==> config.mk <==
export PLATFORM = sky130hd
export DESIGN_NAME = chronologic
export DESIGN_NICKNAME = d
export VERILOG_FILES = /design/src/rtl/chronologic_pkg.sv /design/src/rtl/chronologic_sat_cnt.sv /design/src/rtl/chronologic.sv
export SDC_FILE = /design/constraint.sdc
export NUM_CORES = 1
export LEC_CHECK = 0
export CORE_MARGIN = 3
export CORE_UTILIZATION = 57
export CTS_CLUSTER_DIAMETER = 50
export DETAILED_ROUTE_END_ITERATION = 8
export DONT_BUFFER_PORTS = 1
export GPL_TIMING_DRIVEN = 0
export PLACE_DENSITY = 0.85
export SLEW_MARGIN = 10
export SYNTH_ARGS = -nofsm -noshare
export SYNTH_HDL_FRONTEND = slang
export SYNTH_SLANG_ARGS = --single-unit
==> constraint.sdc <==
create_clock -name clk -period 1.9 [get_ports clk]
set_clock_uncertainty 0.1 [all_clocks]
set_input_delay 0.38 -clock clk [delete_from_list [all_inputs] [get_ports clk]]
set_output_delay 0.38 -clock clk [all_outputs]
set_load 0.01 [all_outputs]
==> src/rtl/chronologic_pkg.sv <==
// Shared defaults and types for the chronologic same-cycle mirror checker.
package chronologic_pkg;
  localparam int DEFAULT_WIDTH = 1;
  localparam int DEFAULT_CNT_W = 16;

  typedef logic [DEFAULT_CNT_W-1:0] cnt_t;
endpackage

==> src/rtl/chronologic_sat_cnt.sv <==
// Saturating up-counter with synchronous reset and a clear that can coincide with an increment.
module chronologic_sat_cnt #(
  parameter int CNT_W = 16
) (
  input  logic             clk,
  input  logic             rst,
  input  logic             inc,
  input  logic             clr,
  output logic [CNT_W-1:0] count
);

  // A clear on the same edge as an increment leaves the new event counted.
  always_ff @(posedge clk) begin
    if (rst) begin
      count <= '0;
    end else if (clr) begin
      count <= inc ? CNT_W'(1) : '0;
    end else if (inc && (count != {CNT_W{1'b1}})) begin
      count <= count + CNT_W'(1);
    end
  end

endmodule

==> src/rtl/chronologic.sv <==
// Same-cycle reflection checker: flags every edge where y differs from x, with stats and capture.
module chronologic
  import chronologic_pkg::*;
#(
  parameter int WIDTH = DEFAULT_WIDTH,
  parameter int CNT_W = DEFAULT_CNT_W
) (
  input  logic             clk,
  input  logic             rst_n,
  input  logic [WIDTH-1:0] x,
  input  logic [WIDTH-1:0] y,
  input  logic             clr_err,
  output logic             pass_pulse,
  output logic             fail_pulse,
  output logic             err_sticky,
  output logic [CNT_W-1:0] pass_cnt,
  output logic [CNT_W-1:0] fail_cnt,
  output logic [CNT_W-1:0] cycle_cnt,
  output logic [CNT_W-1:0] first_fail_cycle,
  output logic [WIDTH-1:0] mismatch_bits
);

  // rst_n is active-high: 1 holds the checker in reset.
  logic rst;
  logic match;
  logic mismatch;

  assign rst      = rst_n;
  assign match    = (x == y);
  assign mismatch = ~match;

  chronologic_sat_cnt #(.CNT_W(CNT_W)) u_pass_cnt (
    .clk   (clk),
    .rst   (rst),
    .inc   (match),
    .clr   (1'b0),
    .count (pass_cnt)
  );

  chronologic_sat_cnt #(.CNT_W(CNT_W)) u_fail_cnt (
    .clk   (clk),
    .rst   (rst),
    .inc   (mismatch),
    .clr   (clr_err),
    .count (fail_cnt)
  );

  chronologic_sat_cnt #(.CNT_W(CNT_W)) u_cycle_cnt (
    .clk   (clk),
    .rst   (rst),
    .inc   (1'b1),
    .clr   (1'b0),
    .count (cycle_cnt)
  );

  // Unknown bits make the compare non-true, so they fall into the fail branch.
  always_ff @(posedge clk) begin
    if (rst) begin
      pass_pulse       <= 1'b0;
      fail_pulse       <= 1'b0;
      err_sticky       <= 1'b0;
      first_fail_cycle <= '0;
      mismatch_bits    <= '0;
    end else if (match) begin
      pass_pulse <= 1'b1;
      fail_pulse <= 1'b0;
      if (clr_err) begin
        err_sticky       <= 1'b0;
        first_fail_cycle <= '0;
        mismatch_bits    <= '0;
      end
    end else begin
      pass_pulse    <= 1'b0;
      fail_pulse    <= 1'b1;
      err_sticky    <= 1'b1;
      mismatch_bits <= x ^ y;
      if (!err_sticky || clr_err) begin
        first_fail_cycle <= cycle_cnt;
      end
    end
  end

endmodule

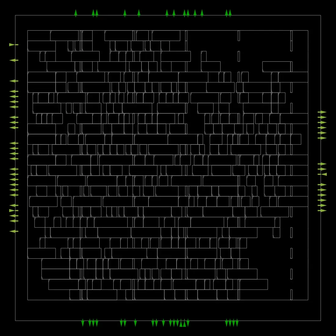
Fig. 1. Placement view (run 1).
fin cells: 463
Core Region: 5200 µm²
Flops: 67
Well Taps: 70
sequential share of cell area: 37.9%

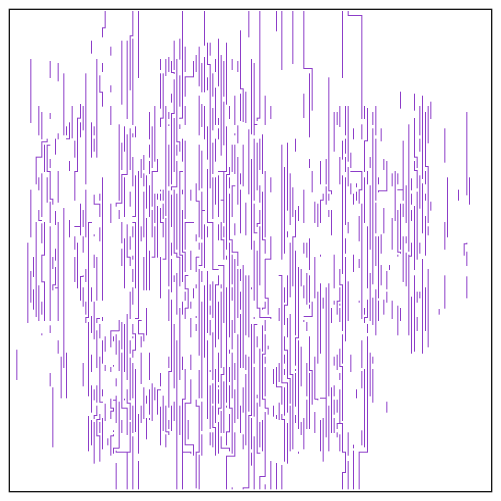
Fig. 2. Met2 routing (run 1).
Scale: 6 px per µm.
- share of all routed wire: 47%
- nets with wire on the layer: 363
- longest straight run: 26.5 µm

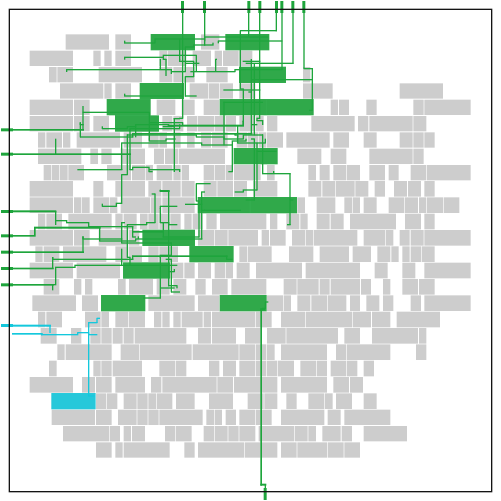
Fig. 3. Wires at chosen ports, followed through buffers (run 1).
Scale: 6 px per µm.
- `mismatch_bits`: cyan (bits 1; direction output; edge west; end cells 1; buffers 1; wire 38.0 µm)
- `cycle_cnt`: green (bits 16; direction output; edge 8 north, 7 west, 1 south; end cells 16; buffers 0; wire 919 µm)

==> deck_impl_summary.md, run 1 <==
Flow Results at a Glance

Min path
  – Hold/Removal Path Class: primary input to flop
  – Hold path startpoint: clr_err
  – Min-Delay Endpoint: u_fail_cnt.count[0]$_SDFFE_PP0P_
  – Worst hold path depth: 2

Worst setup path
  – Crit-path leading delay family: simple AND/OR/NAND/NOR gates
  – Startpoint types: flop
  – Critical Path End Type: flop
  – Worst path max stage delay: between 0.4 and 0.5 ns
  – Worst EP arrival: 2.08 ns
  – R2R cell count: 5
  – Critical Path RT: around 2.1 ns
  – CP bufs+invs: 1
  – Worst r2r dst: u_fail_cnt.count[10]$_SDFFE_PP0P_
  – R2r startpoint: u_fail_cnt.count[7]$_SDFFE_PP0P_
  – Reg2Reg Setup Slack: -0.02 ns
  – CP Max Fanout: 6

Status
  – Status: finished, violations left
  – Failing checks: negative setup slack

Finish
  – Register area: 1390 µm²
  – Synth-to-layout area growth: 16.7%
  – Layout Nets: 397
  – ANT cells: 0
  – Fill cell count: ~400

Power and ir drop
  – Pwr Total: 2.66 mW
  – Power Dens Cells: 729 nW/µm²

Yosys
  – Post-synth EDFFs: 0
  – Top cells by count: 67 x dfxtp_1, 37 x a21oi_1, 34 x nor2_1
  – Synthesized netlist cell count: 359
  – Cell Type Count: 45
  – Synth warnings: 0
  – Synth top area share: 42.8%
  – Yosys-reported design area after synthesis: 3130 µm²
  – Post-synth regs: 67
  – Asr flop ratio synth: 0%
  – Top-count cell post-synth: dfxtp_1
  – Seq/Total Area, Yosys: between 40% and 50%
  – Syn_nets: 367

Global routing
  – Antenna violations before repair: 0
  – GR Util met2: 39.0%
  – GR peak layer: met2
  – First-pass GRT wire length: 13.0 mm
  – Grt met3 use: between 6 and 7%
  – Total Routing Usage GR: 25.4%
  – Vias in the first global route: about 2800

Timing
  – Fin. Hold Viols: 0
  – Final worst slack: -0.0200 ns
  – Final Max Tran Viols: 0
  – Final Critical Period: 1.92 ns
  – # setup viols final: 2
  – Slew headroom: about three fifths
  – Fin crit share: 101%

Placed design
  – Gpl congestion: 0.831
  – Port Buf Inserts: 0
  – Area post-placement: 3220 µm²

Clocking
  – CTS tree: done
  – Max Buffers Root-to-Sink: 2
  – Hold_buf cts: 0
  – Clock sink total: 67
  – Worst-skew pair later-pin latency: 0.34 ns
  – Root Driver: clkbuf_8
  – H-tree depth: 3
  – CTS buffer count: 9
  – Clk slew on worst S/H paths: 0.07 ns

Drt
  – Wire length per cell: 18.9 µm
  – DR DRC count: 0
  – Via density: 6.81
  – Remaining antenna violation count: 0
  – Detailed Route Iter0 Violations: 234
  – Total wire length: around 8.7 mm
  – DR pass1 iterations: 5
  – DR vias: 3154

Die
  – Initial Util: about three fifths
  – Die extent in x: 80.1 µm
  – Io pins: 73
  – Die Ht: 80.1 µm
  – Cell Rows: 26

Flow run
  – OpenROAD warnings: 26
## run 1: cell families after synthesis
kind of cell    synth area share, %
simple gates                   27.5
compound gates                 21.3
flops                          42.8
buf+inv                        3.16
mux                            3.20
fa+ha+maj                      1.20
xor+xnor                      0.799
## run 1: power breakdown
group | switching (mW) | internal, mW | total, mW
Clock | 0.522 | 0.497 | 1.02
Sequential | 0.0498 | 1.43 | 1.48
Combinational | 0.112 | 0.0556 | 0.167
## run 1: through the flow
stage	TNS, ns	cells	setup slack, ns	hold WS [ns]
final	-0.0340	463	-0.0200	0.174
after global routing	-0.418	463	-0.122	0.178
after CTS	0	454	0.00370	0.171
after detailed placement	-3.26	429	-0.276	0.444
after global placement	-1.83	429	-0.220	0.434
after floorplan	0	359	0.0255	0.416
## run 1: flip-flops by register name, summed over array words and instances, names as in the netlist
register / count
first_fail_cycle: 16
u_cycle_cnt.count: 16
u_pass_cnt.count: 16
err_sticky: 1
u_fail_cnt.count: 16
pass_pulse: 1
fail_pulse: 1
## run 1: worst max-delay path by stage
| stage | from | cells past startpoint | slack (ns) | endpoint |
|---|---|---|---|---|
| 6_report | u_fail_cnt.count[7]$_SDFFE_PP0P_ | 5 | -0.02 | u_fail_cnt.count[10]$_SDFFE_PP0P_ |
| 5_1_grt | u_fail_cnt.count[0]$_SDFFE_PP0P_ | 6 | -0.12 | u_fail_cnt.count[10]$_SDFFE_PP0P_ |
| 4_1_cts | u_cycle_cnt.count[7]$_SDFFE_PP0P_ | 4 | 0.004 | u_cycle_cnt.count[15]$_SDFFE_PP0P_ |
| 3_5_place_dp | u_cycle_cnt.count[0]$_SDFFE_PP0P_ | 5 | -0.28 | u_cycle_cnt.count[9]$_SDFFE_PP0P_ |
| 3_3_place_gp | u_cycle_cnt.count[0]$_SDFFE_PP0P_ | 5 | -0.22 | u_cycle_cnt.count[7]$_SDFFE_PP0P_ |
| 2_1_floorplan | u_cycle_cnt.count[0]$_SDFFE_PP0P_ | 5 | 0.03 | u_cycle_cnt.count[7]$_SDFFE_PP0P_ |
## run 1: layout by cell type, fill, tap and decap left out, types with 4 or more instances in the layout
master    count
nor3_1        6
or4_1        11
a21oi_1      37
inv_1         8
a311oi_1      4
a22oi_1      16
clkbuf_1     11
o31ai_1      14
dfxtp_4       5
nor2b_1       8
nand2_1      15
a31oi_1       4
a211oi_1      5
or3_1        13
dfxtp_2      21
buf_4        20
and4_1        8
nor2_1       33
nand3_1      15
clkbuf_8     10
dfxtp_1      41
nor4_4        4
and3_1        9
o21ai_0      13
mux2_2        8
nand4_1      14
## run 1: timing repair
action | 4_1_cts | 5_1_grt
hold endpoints to repair | 0 | 0
resized | 13 | 35
buffers inserted | 10 | 9
pin swaps | 4 | 7
setup endpoints to repair | 30 | 29
## run 1: area by class of cell
cell class	instances	share of cell area, %
plain buffers	16	1.95
clock inverters	3	0.411
flip-flops and latches	67	37.9
well taps	70	2.40
repair buffers	19	3.83
multi-input cells	268	48.7
clock buffers	12	3.97
inverters	8	0.822
## run 1: routing by layer
layer,vias to the layer above,share of wire (%)
met1,1527,40
li1,1449,-
met3,27,9.4
met5,-,0
met2,151,47
met4,0,3.1
==> inputs of run 2 (changes only) <==
--- a/config.mk
+++ b/config.mk
@@ -5,12 +5,14 @@
 export SDC_FILE = /design/constraint.sdc
 export NUM_CORES = 1
 export LEC_CHECK = 0
+export ABC_CLOCK_PERIOD_IN_PS = 1900
 export CORE_MARGIN = 3
 export CORE_UTILIZATION = 57
 export CTS_CLUSTER_DIAMETER = 50
 export DETAILED_ROUTE_END_ITERATION = 8
 export DONT_BUFFER_PORTS = 1
 export GPL_TIMING_DRIVEN = 0
+export HOLD_SLACK_MARGIN = 0.08
 export PLACE_DENSITY = 0.85
 export SLEW_MARGIN = 10
 export SYNTH_ARGS = -nofsm -noshare
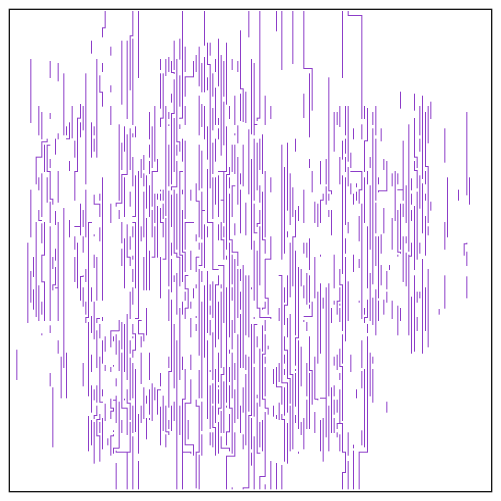
Fig. 4. Met2 routing (run 2).
Scale: 6 px per µm.
- nets with wire on the layer: 363
- share of all routed wire: 47%
- wire length on this layer: 4130 µm
- longest straight run: 26.5 µm

==> run 2 against run 1 <==
Net effect:
- the run still ends with negative setup slack left
- highest routed layer unchanged
- combinational power hardly changed
- synthesized cell count stayed put
- global-route usage stayed put
- clock-buffer cell count stayed put
- wire length stayed put
==> deck_impl_summary.md, run 2 <==
Flow Results at a Glance

Worst setup path
  – Reg2Reg Setup Slack: -0.02 ns (about the same)
  – Critical Path RT: 2.06 ns (about the same)
  – Critical Path End Type: flop (unchanged)
  – Startpoint types: flop (unchanged)
  – CP Max Fanout: 6 (unchanged)
  – Worst EP arrival: 2.08 ns (about the same)

Finish
  – Top Layout Cells: 41 x dfxtp_1, 37 x a21oi_1, 33 x nor2_1 (unchanged)
  – Synth-to-layout area growth: 16.7% (unchanged)
  – Layout Nets: 397 (unchanged)
  – ANT cells: 0 (unchanged)
  – Commonest Layout Cell: dfxtp_1 (unchanged)

Drt
  – DR vias: 3154 (unchanged)
  – Via density: 6.81 (unchanged)
  – Total wire length: 8.74 mm (unchanged)
  – Detailed Route Iter0 Violations: 234 (unchanged)
  – Wire length per cell: 18.9 µm (unchanged)
  – DR pass1 iterations: 5 (unchanged)

Flow run
  – OpenROAD warnings: 26 (unchanged)

Power and ir drop
  – Power Dens Cells: 729 nW/µm² (unchanged)
  – Int Pwr: 1.98 mW (unchanged)
  – Pwr Total: 2.66 mW (unchanged)
  – Switch Pwr: 0.683 mW (unchanged)
  – Clock Power Share: 38.2% (about the same)
  – Gate power share: 6.3% (about the same)
  – Sw Ratio: 25.6% (unchanged)

Yosys
  – Top-count cell post-synth: dfxtp_1 (unchanged)
  – Post-synth regs: 67 (unchanged)
  – Synthesized netlist cell count: 359 (unchanged)
  – Post-synth EDFFs: 0 (unchanged)
  – Syn_nets: 367 (unchanged)
  – Synth top area share: 42.8% (unchanged)
  – Synth warnings: 0 (unchanged)
  – Cell Type Count: 45 (unchanged)
  – Seq/Total Area, Yosys: 42.8% (unchanged)

Global routing
  – Vias in the first global route: 2753 (unchanged)
  – Antenna violations before repair: 0 (unchanged)
  – First-pass GRT wire length: 13.0 mm (unchanged)
  – Total Routing Usage GR: 25.4% (unchanged)

Clocking
  – H-tree depth: 3 (unchanged)
  – Clk slew on worst S/H paths: 0.07 ns (about the same)
  – Hold_buf cts: 0 (unchanged)
  – Root Driver: clkbuf_8 (unchanged)

Die
  – Io pins: 73 (unchanged)
  – Die extent in x: 80.1 µm (unchanged)

Timing
  – Final worst slack: -0.0200 ns (unchanged)
  – Final Max Tran Viols: 0 (unchanged)
  – Slew headroom: 61.2% (unchanged)
  – # setup viols final: 2 (unchanged)
  – Fin crit share: 101% (unchanged)

Placed design
  – Area post-placement: 3220 µm² (unchanged)

Status
  – Status: finished, violations left (unchanged)
  – Failing checks: negative setup slack (unchanged)

Min path
  – Hold/Removal Path Class: primary input to flop (unchanged)
-- run 2: cell counts in the layout (fill, tap and decap cells not counted) --
No cell type changed its count.
-- run 2: cell families (layout without fill, tap and decap cells) --
logic type / count (synthesis) / after routing / share of synthesized area (%)
flops: 67 / 67 / 42.8
buf+inv: 24 / 58 / 3.16
simple gates: 150 / 150 / 27.5
fa+ha+maj: 3 / 3 / 1.20
xor+xnor: 2 / 2 / 0.799
compound gates: 104 / 104 / 21.3
mux: 9 / 9 / 3.20
-- run 2: final timing paths --
kind	startpoint	endpoint	depth (start not counted)
max	u_fail_cnt.count[7]$_SDFFE_PP0P_	u_fail_cnt.count[10]$_SDFFE_PP0P_	5
min	clr_err	u_fail_cnt.count[0]$_SDFFE_PP0P_	2
max reg2reg	u_fail_cnt.count[7]$_SDFFE_PP0P_	u_fail_cnt.count[10]$_SDFFE_PP0P_	5
min reg2reg	u_pass_cnt.count[7]$_SDFFE_PP0P_	u_pass_cnt.count[7]$_SDFFE_PP0P_	2
-- run 2: power by group through the flow --
stage | Clock, mW | Combinational, mW | Sequential [mW]
global placement | 0 | 0.149 | 1.50
CTS | 1.02 | 0.155 | 1.48
floorplan | 0 | 0.117 | 1.49
finish | 1.02 | 0.167 | 1.48
detailed placement | 0 | 0.153 | 1.50
global route | 1.09 | 0.187 | 1.48
-- run 2: layout make-up --
type                            count  area (µm²)
Multi-Input combinational cell    268        1780
Fill cell                         404        1550
Sequential cell                    67        1390
Clock buffer                       12         145
Timing Repair Buffer               19         140
Tap cell                           70        87.6
Buffer                             16        71.3
Inverter                            8        30.0
Clock inverter                      3        15.0
-- run 2: what timing repair did --
item | CTS | global route
pin swaps | 4 | 7
endpoints found under the setup margin | 30 | 29
setup buffers | 10 | 9
resized | 13 | 35
-- run 2: stage by stage --
stage	setup slack [ns]	utilization, %	hold slack [ns]	cells
after floorplan	0.0255	-	0.416	359
after global placement	-0.220	61.9	0.434	429
after detailed placement	-0.276	61.9	0.444	429
after CTS	0.00370	67.1	0.171	454
after global routing	-0.122	70.2	0.178	463
final	-0.0200	70.2	0.174	463
-- run 2: metal layers --
| metal | up-vias | GRT usage, % | share of wire (%) |
|---|---|---|---|
| met5 | - | 0 | 0 |
| met4 | 0 | 12.7 | 3.1 |
| met3 | 27 | 6.84 | 9.4 |
| met2 | 151 | 39.0 | 47 |
| met1 | 1527 | 32.8 | 40 |
| li1 | 1449 | - | - |
-- run 2: critical path: stages, from the launching register on --
cell      delay, ns
dfxtp_1        0.44
and4_1         0.33
o211ai_1       0.13
buf_4          0.17
or4_1          0.49
a21oi_1        0.18
==> inputs of run 3 (changes only) <==
--- a/config.mk
+++ b/config.mk
@@ -5,7 +5,6 @@
 export SDC_FILE = /design/constraint.sdc
 export NUM_CORES = 1
 export LEC_CHECK = 0
-export ABC_CLOCK_PERIOD_IN_PS = 1900
 export CORE_MARGIN = 3
 export CORE_UTILIZATION = 57
 export CTS_CLUSTER_DIAMETER = 50
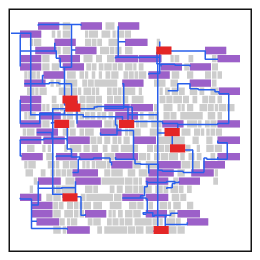
Fig. 5. Clock wires, drivers and flops (run 3).
Scale: 3 px per µm.
- flip-flops: purple (count 67)
- clock wires: blue (length 843 µm)
- cells driving clock nets: red (count 9)
- routed clock nets: 10

==> run 3 against run 2 <==
Net effect:
- the run still ends with negative setup slack left
- flip-flop count did not move
- global-route usage did not move
- final cell count did not move
- core utilization did not move
- via count did not move
- register-to-register slack barely moved
- sequential share of layout area did not move
- critical endpoint unchanged
- highest routed layer unchanged
==> deck_impl_summary.md, run 3 <==
Flow Results at a Glance

Worst setup path
  – R2R cell count: 5 (unchanged)
  – R2r startpoint: u_fail_cnt.count[7]$_SDFFE_PP0P_ (unchanged)
  – CP max-delay cell: or4_1 (unchanged)
  – Critical Path End Type: flop (unchanged)
  – Worst r2r dst: u_fail_cnt.count[10]$_SDFFE_PP0P_ (unchanged)
  – Worst path max stage delay: 0.49 ns (about the same)
  – CP cell instances: and4_1 -> o211ai_1 -> buf_4 -> or4_1 -> a21oi_1 (unchanged)
  – Critical Path RT: 2.06 ns (about the same)
  – Worst EP arrival: 2.08 ns (about the same)
  – Reg2Reg Setup Slack: -0.02 ns (about the same)
  – Startpoint types: flop (unchanged)

Clocking
  – Worst-skew pair later-pin latency: 0.34 ns (about the same)
  – H-tree depth: 3 (unchanged)
  – CTS tree: done (unchanged)
  – Clock sink total: 67 (unchanged)
  – Root Driver: clkbuf_8 (unchanged)
  – Clk slew on worst S/H paths: 0.07 ns (about the same)
  – Hold_buf cts: 0 (unchanged)
  – CTS buffer count: 9 (unchanged)
  – Max Buffers Root-to-Sink: 2 (unchanged)

Placed design
  – Placed cells: 429 (unchanged)
  – Port Buf Inserts: 0 (unchanged)
  – Gpl congestion: 0.831 (unchanged)
  – Area post-placement: 3220 µm² (unchanged)

Drt
  – DR pass1 iterations: 5 (unchanged)
  – DR vias: 3154 (unchanged)
  – Remaining antenna violation count: 0 (unchanged)
  – DR DRC count: 0 (unchanged)
  – Detailed Route Iter0 Violations: 234 (unchanged)
  – Total wire length: 8.74 mm (unchanged)
  – Via density: 6.81 (unchanged)

Yosys
  – Top cells by count: 67 x dfxtp_1, 37 x a21oi_1, 34 x nor2_1 (unchanged)
  – Post-synth regs: 67 (unchanged)
  – Synth warnings: 0 (unchanged)
  – Seq/Total Area, Yosys: 42.8% (unchanged)
  – Post-synth EDFFs: 0 (unchanged)
  – Area leader, netlist: dfxtp_1 (unchanged)
  – Syn_nets: 367 (unchanged)
  – Asr flop ratio synth: 0% (unchanged)
  – Cell Type Count: 45 (unchanged)
  – Synth top area share: 42.8% (unchanged)
  – Top-count cell post-synth: dfxtp_1 (unchanged)
  – Yosys-reported design area after synthesis: 3130 µm² (unchanged)

Status
  – Failing checks: negative setup slack (unchanged)
  – Status: finished, violations left (unchanged)

Die
  – Core Region: 5200 µm² (unchanged)
  – Cell Rows: 26 (unchanged)
  – Die extent in x: 80.1 µm (unchanged)
  – Initial Util: 60.2% (unchanged)
  – Io pins: 73 (unchanged)
  – Die Ht: 80.1 µm (unchanged)

Global routing
  – Grt met3 use: 6.84% (unchanged)
  – First-pass GRT wire length: 13.0 mm (unchanged)
  – GR Util met2: 39.0% (unchanged)
  – Antenna violations before repair: 0 (unchanged)
  – GR peak layer: met2 (unchanged)
  – M1 GR Usage: 32.8% (unchanged)
  – Total Routing Usage GR: 25.4% (unchanged)
  – Vias in the first global route: 2753 (unchanged)

Flow run
  – OpenROAD warnings: 26 (unchanged)

Finish
  – Synth-to-layout area growth: 16.7% (unchanged)
  – Gate Area: 1780 µm² (unchanged)
  – Commonest Layout Cell: dfxtp_1 (unchanged)
  – Top Layout Cells: 41 x dfxtp_1, 37 x a21oi_1, 33 x nor2_1 (unchanged)
  – Fin util: 70.2% (unchanged)
  – ANT cells: 0 (unchanged)
  – Fin cells: 463 (unchanged)
  – Fill cell count: 404 (unchanged)
  – Register area: 1390 µm² (unchanged)
  – Layout Nets: 397 (unchanged)

Timing
  – Setup tns final: -0.0340 ns (unchanged)
  – Final Max Tran Viols: 0 (unchanged)
  – Fin crit share: 101% (unchanged)
  – Hold slack: 0.174 ns (unchanged)
  – Final Critical Period: 1.92 ns (unchanged)
  – # setup viols final: 2 (unchanged)
  – Slew headroom: 61.2% (unchanged)
  – Final worst slack: -0.0200 ns (unchanged)
  – Fin. Hold Viols: 0 (unchanged)

Power and ir drop
  – Power Dens Cells: 729 nW/µm² (unchanged)
  – Pwr Total: 2.66 mW (unchanged)

Min path
  – Hold/Removal Path Class: primary input to flop (unchanged)
  – Min-Delay Endpoint: u_fail_cnt.count[0]$_SDFFE_PP0P_ (unchanged)
  – Worst hold path depth: 2 (unchanged)
  – Hold path startpoint: clr_err (unchanged)
run 3: critical path: cells and delay by family (launching register included):
family,cells,cell delay (ns)
simple gates,2,0.82
flops,1,0.44
compound gates,2,0.31
buf+inv,1,0.17
run 3: per-layer routing:
layer	wire length [µm]	vias to the layer above
met5	0	-
met3	821	27
li1	-	1449
met4	269	0
met2	4130	151
met1	3520	1527
run 3: where the power goes:
| part | leakage (nW) | internal, mW | total (mW) | switching, mW |
|---|---|---|---|---|
| combinational | 0.616 | 0.0556 | 0.167 | 0.112 |
| clock | 0.0860 | 0.497 | 1.02 | 0.522 |
| sequential | 0.556 | 1.43 | 1.48 | 0.0498 |
run 3: final cells by class:
cell class	instances	share of cell area [%]
multi-input cells	268	48.7
plain buffers	16	1.95
well taps	70	2.40
inverters	8	0.822
repair buffers	19	3.83
clock buffers	12	3.97
clock inverters	3	0.411
flip-flops and latches	67	37.9
run 3: cell families after synthesis:
| group | share of synthesized area (%) |
|---|---|
| simple gates | 27.5 |
| fa+ha+maj | 1.20 |
| flops | 42.8 |
| compound gates | 21.3 |
| xor+xnor | 0.799 |
| mux | 3.20 |
| buf+inv | 3.16 |
run 3: repair_timing:
action                                  4_1_cts  5_1_grt
resized                                      13       35
buffers inserted                             10        9
endpoints found under the setup margin       30       29
pin swaps                                     4        7
run 3: worst max-delay path by stage:
| stage | from | depth (start not counted) | slack, ns | endpoint |
|---|---|---|---|---|
| detailed placement | u_cycle_cnt.count[0]$_SDFFE_PP0P_ | 5 | -0.28 | u_cycle_cnt.count[9]$_SDFFE_PP0P_ |
| finish | u_fail_cnt.count[7]$_SDFFE_PP0P_ | 5 | -0.02 | u_fail_cnt.count[10]$_SDFFE_PP0P_ |
| global route | u_fail_cnt.count[0]$_SDFFE_PP0P_ | 6 | -0.12 | u_fail_cnt.count[10]$_SDFFE_PP0P_ |
| CTS | u_cycle_cnt.count[7]$_SDFFE_PP0P_ | 4 | 0.004 | u_cycle_cnt.count[15]$_SDFFE_PP0P_ |
| global placement | u_cycle_cnt.count[0]$_SDFFE_PP0P_ | 5 | -0.22 | u_cycle_cnt.count[7]$_SDFFE_PP0P_ |
| floorplan | u_cycle_cnt.count[0]$_SDFFE_PP0P_ | 5 | 0.03 | u_cycle_cnt.count[7]$_SDFFE_PP0P_ |
Power and IR drop assume default switching activity.
